==> images/met1.png <==
Drawn at 6 px/um. Supply wires on this layer in gray. Cells faint in the background.
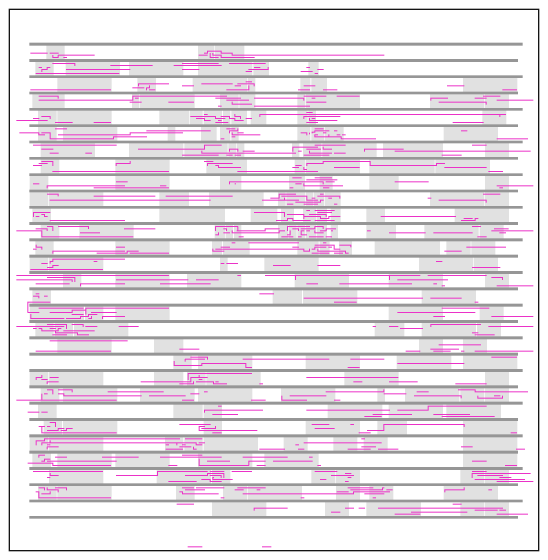
==> images/met4.png <==
Drawn at 6 px/um. Supply wires on this layer in gray.
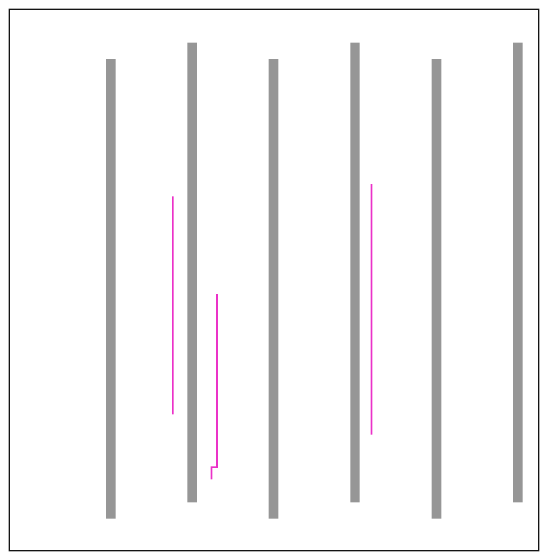
==> config.mk <==
export PLATFORM = sky130hd
export DESIGN_NAME = imem_fetch_ctrl
export DESIGN_NICKNAME = d
export VERILOG_FILES = /design/src/rtl/imem_fetch_ctrl.sv
export SDC_FILE = /design/constraint.sdc
export NUM_CORES = 1
export LEC_CHECK = 0
export CAP_MARGIN = 20
export CORE_AREA = 3 3 85 87
export DETAILED_ROUTE_END_ITERATION = 7
export DIE_AREA = 0 0 88 90
export DONT_BUFFER_PORTS = 1
export PLACE_DENSITY_LB_ADDON = 0.12
export REMOVE_ABC_BUFFERS = 1
export SETUP_SLACK_MARGIN = 0.15
export SYNTH_ARGS = -nofsm -noshare
export SYNTH_HDL_FRONTEND = slang
export SYNTH_SLANG_ARGS = --single-unit
==> constraint.sdc <==
create_clock -name clk -period 3.6 [get_ports clk]
set_clock_uncertainty 0.05 [all_clocks]
set_input_delay 0.54 -clock clk [delete_from_list [all_inputs] [get_ports clk]]
set_output_delay 0.54 -clock clk [all_outputs]
set_load 0.01 [all_outputs]
==> src/rtl/imem_fetch_ctrl.sv <==
// imem_fetch_ctrl: bridge from the fetch stage port to a req/ack word memory.
// One outstanding demand fetch, flush kill, misalignment and timeout errors.
// Optional single-entry next-word prefetch buffer: define IMEM_PREFETCH_EN.
module imem_fetch_ctrl #(
   parameter int unsigned TIMEOUT  = 255,
   parameter logic [31:0] NOP_WORD = 32'h0000_0000
) (
   input  logic        clk,
   input  logic        reset,
   input  logic [31:0] req_addr,
   input  logic        req_en,
   input  logic        flush,
   output logic [31:0] rsp_data,
   output logic        rsp_valid,
   output logic        rsp_err,
   output logic        busy,
   output logic [29:0] mem_addr,
   output logic        mem_req,
   input  logic        mem_ack,
   input  logic [31:0] mem_rdata
);

   localparam int unsigned      TMO_W    = (TIMEOUT < 2) ? 1 : $clog2(TIMEOUT);
   localparam logic [TMO_W-1:0] TMO_LAST = TMO_W'(TIMEOUT - 1);

   localparam logic [1:0] S_IDLE     = 2'd0;
   localparam logic [1:0] S_DEMAND   = 2'd1;
`ifdef IMEM_PREFETCH_EN
   localparam logic [1:0] S_PREFETCH = 2'd2;
`endif

   logic [1:0]       state, state_d;
   logic [29:0]      mem_addr_d;
   logic             mem_req_d;
   logic [31:0]      rsp_data_d;
   logic             rsp_valid_d, rsp_err_d;
   logic             kill, kill_d;
   logic [TMO_W-1:0] tmo_cnt, tmo_cnt_d;
   logic             new_req, aligned, tmo_hit, prefetch_hit;

   // A new request is only seen outside the response cycle
   assign new_req = req_en & ~rsp_valid;
   assign aligned = (req_addr[1:0] == 2'b00);
   assign tmo_hit = (TIMEOUT != 0) && (tmo_cnt == TMO_LAST);

`ifdef IMEM_PREFETCH_EN
   logic [29:0] pf_addr, pf_addr_d;
   logic [31:0] pf_data, pf_data_d;
   logic        pf_valid, pf_valid_d, pf_want, pf_want_d, pf_match;

   // Buffer hit in IDLE, and promotion of an in-flight prefetch
   assign prefetch_hit = (state == S_IDLE) & new_req & aligned & ~flush & pf_valid &
                         (req_addr[31:2] == pf_addr);
   assign pf_match     = new_req & aligned & ~flush & ~kill & (req_addr[31:2] == mem_addr);
`else
   assign prefetch_hit = 1'b0;
`endif

   // F stalls while a fetch is outstanding or a fresh request waits for memory
   assign busy = reset & ((state != S_IDLE) | (new_req & ~prefetch_hit));

   // State register
   always_ff @(posedge clk or negedge reset) begin
      if (!reset) state <= S_IDLE;
      else        state <= state_d;
   end

   // Next-state and next-output logic
   always_comb begin
      state_d     = state;
      mem_addr_d  = mem_addr;
      mem_req_d   = mem_req;
      rsp_data_d  = rsp_data;
      rsp_valid_d = 1'b0;
      rsp_err_d   = 1'b0;
      kill_d      = kill;
      tmo_cnt_d   = tmo_cnt;
`ifdef IMEM_PREFETCH_EN
      pf_addr_d   = pf_addr;
      pf_data_d   = pf_data;
      pf_valid_d  = pf_valid;
      pf_want_d   = pf_want;
`endif
      case (state)
         S_IDLE: begin
            if (new_req && !aligned) begin
               if (!flush) begin
                  rsp_valid_d = 1'b1;
                  rsp_err_d   = 1'b1;
                  rsp_data_d  = NOP_WORD;
               end
            end
`ifdef IMEM_PREFETCH_EN
            else if (prefetch_hit) begin
               rsp_valid_d = 1'b1;
               rsp_data_d  = pf_data;
               pf_valid_d  = 1'b0;
               pf_addr_d   = pf_addr + 30'd1;
               pf_want_d   = 1'b1;
            end
`endif
            else if (new_req) begin
               mem_addr_d = req_addr[31:2];
               mem_req_d  = 1'b1;
               state_d    = S_DEMAND;
               kill_d     = flush;
               tmo_cnt_d  = '0;
`ifdef IMEM_PREFETCH_EN
               pf_valid_d = 1'b0;
               pf_want_d  = 1'b0;
`endif
            end
`ifdef IMEM_PREFETCH_EN
            else if (pf_want && !flush) begin
               mem_addr_d = pf_addr;
               mem_req_d  = 1'b1;
               state_d    = S_PREFETCH;
               kill_d     = 1'b0;
               tmo_cnt_d  = '0;
               pf_want_d  = 1'b0;
            end
`endif
         end
         S_DEMAND: begin
            if (flush) kill_d = 1'b1;
            if (mem_ack) begin
               mem_req_d = 1'b0;
               state_d   = S_IDLE;
               kill_d    = 1'b0;
               tmo_cnt_d = '0;
               if (!(kill || flush)) begin
                  rsp_valid_d = 1'b1;
                  rsp_data_d  = mem_rdata;
`ifdef IMEM_PREFETCH_EN
                  pf_addr_d   = mem_addr + 30'd1;
                  pf_want_d   = 1'b1;
                  pf_valid_d  = 1'b0;
`endif
               end
            end else if (tmo_hit) begin
               mem_req_d = 1'b0;
               state_d   = S_IDLE;
               kill_d    = 1'b0;
               tmo_cnt_d = '0;
               if (!(kill || flush)) begin
                  rsp_valid_d = 1'b1;
                  rsp_err_d   = 1'b1;
                  rsp_data_d  = NOP_WORD;
               end
            end else begin
               tmo_cnt_d = tmo_cnt + 1'b1;
            end
         end
`ifdef IMEM_PREFETCH_EN
         S_PREFETCH: begin
            if (flush) kill_d = 1'b1;
            if (mem_ack) begin
               mem_req_d = 1'b0;
               state_d   = S_IDLE;
               kill_d    = 1'b0;
               tmo_cnt_d = '0;
               if (!(kill || flush)) begin
                  if (pf_match) begin
                     rsp_valid_d = 1'b1;
                     rsp_data_d  = mem_rdata;
                     pf_addr_d   = mem_addr + 30'd1;
                     pf_want_d   = 1'b1;
                  end else if (!new_req) begin
                     pf_valid_d = 1'b1;
                     pf_data_d  = mem_rdata;
                     pf_addr_d  = mem_addr;
                  end
               end
            end else if (pf_match) begin
               state_d   = S_DEMAND;
               tmo_cnt_d = '0;
            end else if (tmo_hit) begin
               mem_req_d = 1'b0;
               state_d   = S_IDLE;
               kill_d    = 1'b0;
               tmo_cnt_d = '0;
            end else begin
               tmo_cnt_d = tmo_cnt + 1'b1;
            end
         end
`endif
         default: begin
            state_d   = S_IDLE;
            mem_req_d = 1'b0;
         end
      endcase
`ifdef IMEM_PREFETCH_EN
      if (flush) begin
         pf_valid_d = 1'b0;
         pf_want_d  = 1'b0;
      end
      if (rsp_err_d) pf_valid_d = 1'b0;
`endif
   end

   // Registered memory-side and response outputs
   always_ff @(posedge clk or negedge reset) begin
      if (!reset) begin
         mem_addr  <= '0;
         mem_req   <= 1'b0;
         rsp_data  <= NOP_WORD;
         rsp_valid <= 1'b0;
         rsp_err   <= 1'b0;
         kill      <= 1'b0;
         tmo_cnt   <= '0;
      end else begin
         mem_addr  <= mem_addr_d;
         mem_req   <= mem_req_d;
         rsp_data  <= rsp_data_d;
         rsp_valid <= rsp_valid_d;
         rsp_err   <= rsp_err_d;
         kill      <= kill_d;
         tmo_cnt   <= tmo_cnt_d;
      end
   end

`ifdef IMEM_PREFETCH_EN
   // Next-word buffer registers
   always_ff @(posedge clk or negedge reset) begin
      if (!reset) begin
         pf_addr  <= '0;
         pf_data  <= NOP_WORD;
         pf_valid <= 1'b0;
         pf_want  <= 1'b0;
      end else begin
         pf_addr  <= pf_addr_d;
         pf_data  <= pf_data_d;
         pf_valid <= pf_valid_d;
         pf_want  <= pf_want_d;
      end
   end
`endif

endmodule

==> ci_impl_report.md <==
### Yosys + OpenROAD results

| Metric | Value |
|---|---|
| Cell count after synthesis | 203 |
| Reg2Reg Depth | 6 |
| Top Metal Used | met4 |
| Setup violators final | 0 |
| Filler cells | 551 |
| R2r setup slk | 1.54 ns |
| Fmax | 485 MHz |
| Largest net degree at the start of global routing | 75 |
| DPL Wire Length | 4130 um |
| Worst path slowest cell | dfrtp_1 |
| M3 GR Usage | 5.94% |
| Reg2reg start | mem_req |
| Delay-heaviest family, CP | AND-OR/OR-AND gates |
| Yosys top cell by area | dfrtp_1 |
| CP max stage delay | 0.50 ns |
| Top cell excl fill/tap | dfrtp_1 |
| Final Slew Violations | 0 |
| Crit path cell chain | nor3b_4 -> and2_1 -> buf_4 -> a211oi_4 -> buf_8 -> a22o_1 |
| Hold WS | 0.0326 ns |
| Detail Route Antenna Nets | 0 |
| Die x size | 88 um |
| Met2 global-route usage | 23.3% |
| Number of OpenROAD warnings | 26 |
| Hold Crit Class | primary input to asynchronous set/reset pin |
| Most common logic cells in the final layout | dfrtp_1, a22o_1, mux2_1 |
| Worst setup path endpoint | rsp_data[27] |
| DR DRC count | 0 |
| Global routing's busiest layer | met2 |
| Outcome | completed |
| Site row count | 29 |
| Commonest cells post-synth | dfrtp_1, a22o_1, mux2_1 |
| Core Footprint | 6420 sq um |
| Synth async-reset ratio | 100% |
| Vias per std cell | 6.02 |
| Root Buffer | clkbuf_8 |
| MaxCap Viol Count | 0 |
| Yosys Chip Area | 2920 sq um |
| Clock buffer depth | 2 |
| Total track usage | 14.6% |
| Drt first pass iters | 4 |
| Io pins | 135 |
| H-Tree Depth | 3 |
| Wl on met1 | 2350 um |
| RSZ-0062 raised after global routing | false |
| TritonCTS Buffers | 9 |
| Share of cells above drive strength 1 | 11.3% |
| Wire per inst | 20.1 um |
| Max rail drop VDD | 261 uV |
| Post-Syn Area | 2920 sq um |
| Final hold vios | 0 |
| Met3 WL | 644 um |
| CTS Hold Bufs | 1 |
| Fin Setup TNS | 0 ns |
| TritonCTS clock tree | yes |
| LEAKAGE | 1.51 nW |
| Initial DRC Count | 49 |
| Levels on crit path | 6 |
| Initial antenna violation count | 0 |
| Global-route wire length before repair | 8830 um |
| IO Port Bufs | 0 |
| Crit path DRT | 3.81 ns |
| Number of diodes | 0 |
| Registers, synthesis | 74 |
| Slew of the pin with the lowest slew margin | 0.630 ns |
| # Post-CTS Setup Buffers | 0 |
| Syn-to-layout area delta | 11.1% |
| Slew headroom | 57.4% |
| GPL Wtd Cong | 0.744 |
| Floorplan Utilization | 45.4% |
| Netlist cell types | 33 |
| Post-synthesis average cell area | 14.4 sq um |
| Max FO, Critical Path | 33 |
| Top cell type's share of synthesized area | 63.5% |
| Clk slew on worst S/H paths | 0.07 ns |
| Grt met1 use | 16.7% |
| Layout Nets | 279 |
| Worst path arrival time | 2.28 ns |
| Synth Flop Type | dfrtp_1 |
| CP bufs+invs | 2 |
| Die height | 90 um |
| Critical R2R Capture | rsp_data[27] |
| Crit path time final | 2.06 ns |
| Chip area | 7920 sq um |
| # Cells Yosys | 203 |
| Crit path capture type | flop |
| Global route overflow | 0 |
| Clk_lat worst skew | 0.33 ns |
| # resized after CTS | 0 |
| Top-count cell post-synth | dfrtp_1 |
| DR WL met2 | 2720 um |
| Cycle use final | 57.3% |
| Synth warn | 0 |
| Pwr Density | 659 nW/um^2 |
| Post-synth EDFFs | 0 |
About met1.png:
- nets with wire on the layer: 233
- main direction: horizontal
- share of all routed wire: 40%
- wire length on this layer: 2350 um
- longest straight run: 40.9 um

About met4.png:
- main direction: vertical
- share of all routed wire: 1.9%
- longest straight run: 41.5 um
- wire length on this layer: 109 um
- nets with wire on the layer: 2
Via Count: 1745
Routed WL: 5830 um

[report_power, final]
group | switching [mW] | leakage [nW] | internal, mW | total [mW]
Sequential | 0.189 | 0.956 | 0.984 | 1.17
Combinational | 0.0923 | 0.429 | 0.110 | 0.202
Clock | 0.279 | 0.121 | 0.481 | 0.760
Total | 0.560 | 1.51 | 1.57 | 2.14
[state kept, by name (all words and copies together) (netlist names)]
signal,cells
rsp_data,32
mem_addr,30
tmo_cnt,8
kill,1
mem_req,1
rsp_err,1
rsp_valid,1
[layout make-up]
type / instances / area (sq um) / area share (%)
Clock inverter: 4 / 98.8 / 3.05
Timing Repair Buffer: 4 / 57.6 / 1.78
Multi-Input combinational cell: 115 / 975 / 30.1
Inverter: 4 / 15.0 / 0.463
Sequential cell: 74 / 1850 / 57.2
Clock buffer: 12 / 145 / 4.48
Tap cell: 77 / 96.3 / 2.97
[through the flow]
stage          cells  worst slack, ns  instance area [sq um]  power [mW]  utilization (%)
5_1_grt          290             1.38                   3240        2.24             50.4
2_1_floorplan    193             1.30                   2840        1.30                -
3_5_place_dp     272             1.05                   2950        1.38             46.0
6_report         290             1.54                   3240        2.14             50.4
3_3_place_gp     272             1.23                   2950        1.36             46.0
4_1_cts          289             1.04                   3220        2.17             50.2
[cells by family after synthesis]
kind of cell             synth area share, %
flip-flops                              63.5
AND-OR/OR-AND                           15.9
multiplexers                            11.6
AND/OR/NAND/NOR                         5.11
buffers and inverters                   3.09
adder cells (fa/ha/maj)                0.858
[worst register-to-register path: cells and delay by family, from the launching register on]
kind / cells / cell delay (ns)
flops: 1 / 0.50
buf+inv: 2 / 0.48
compound gates: 2 / 0.60
simple gates: 2 / 0.37
No activity file was given, so power comes from the tool's default toggle rates.
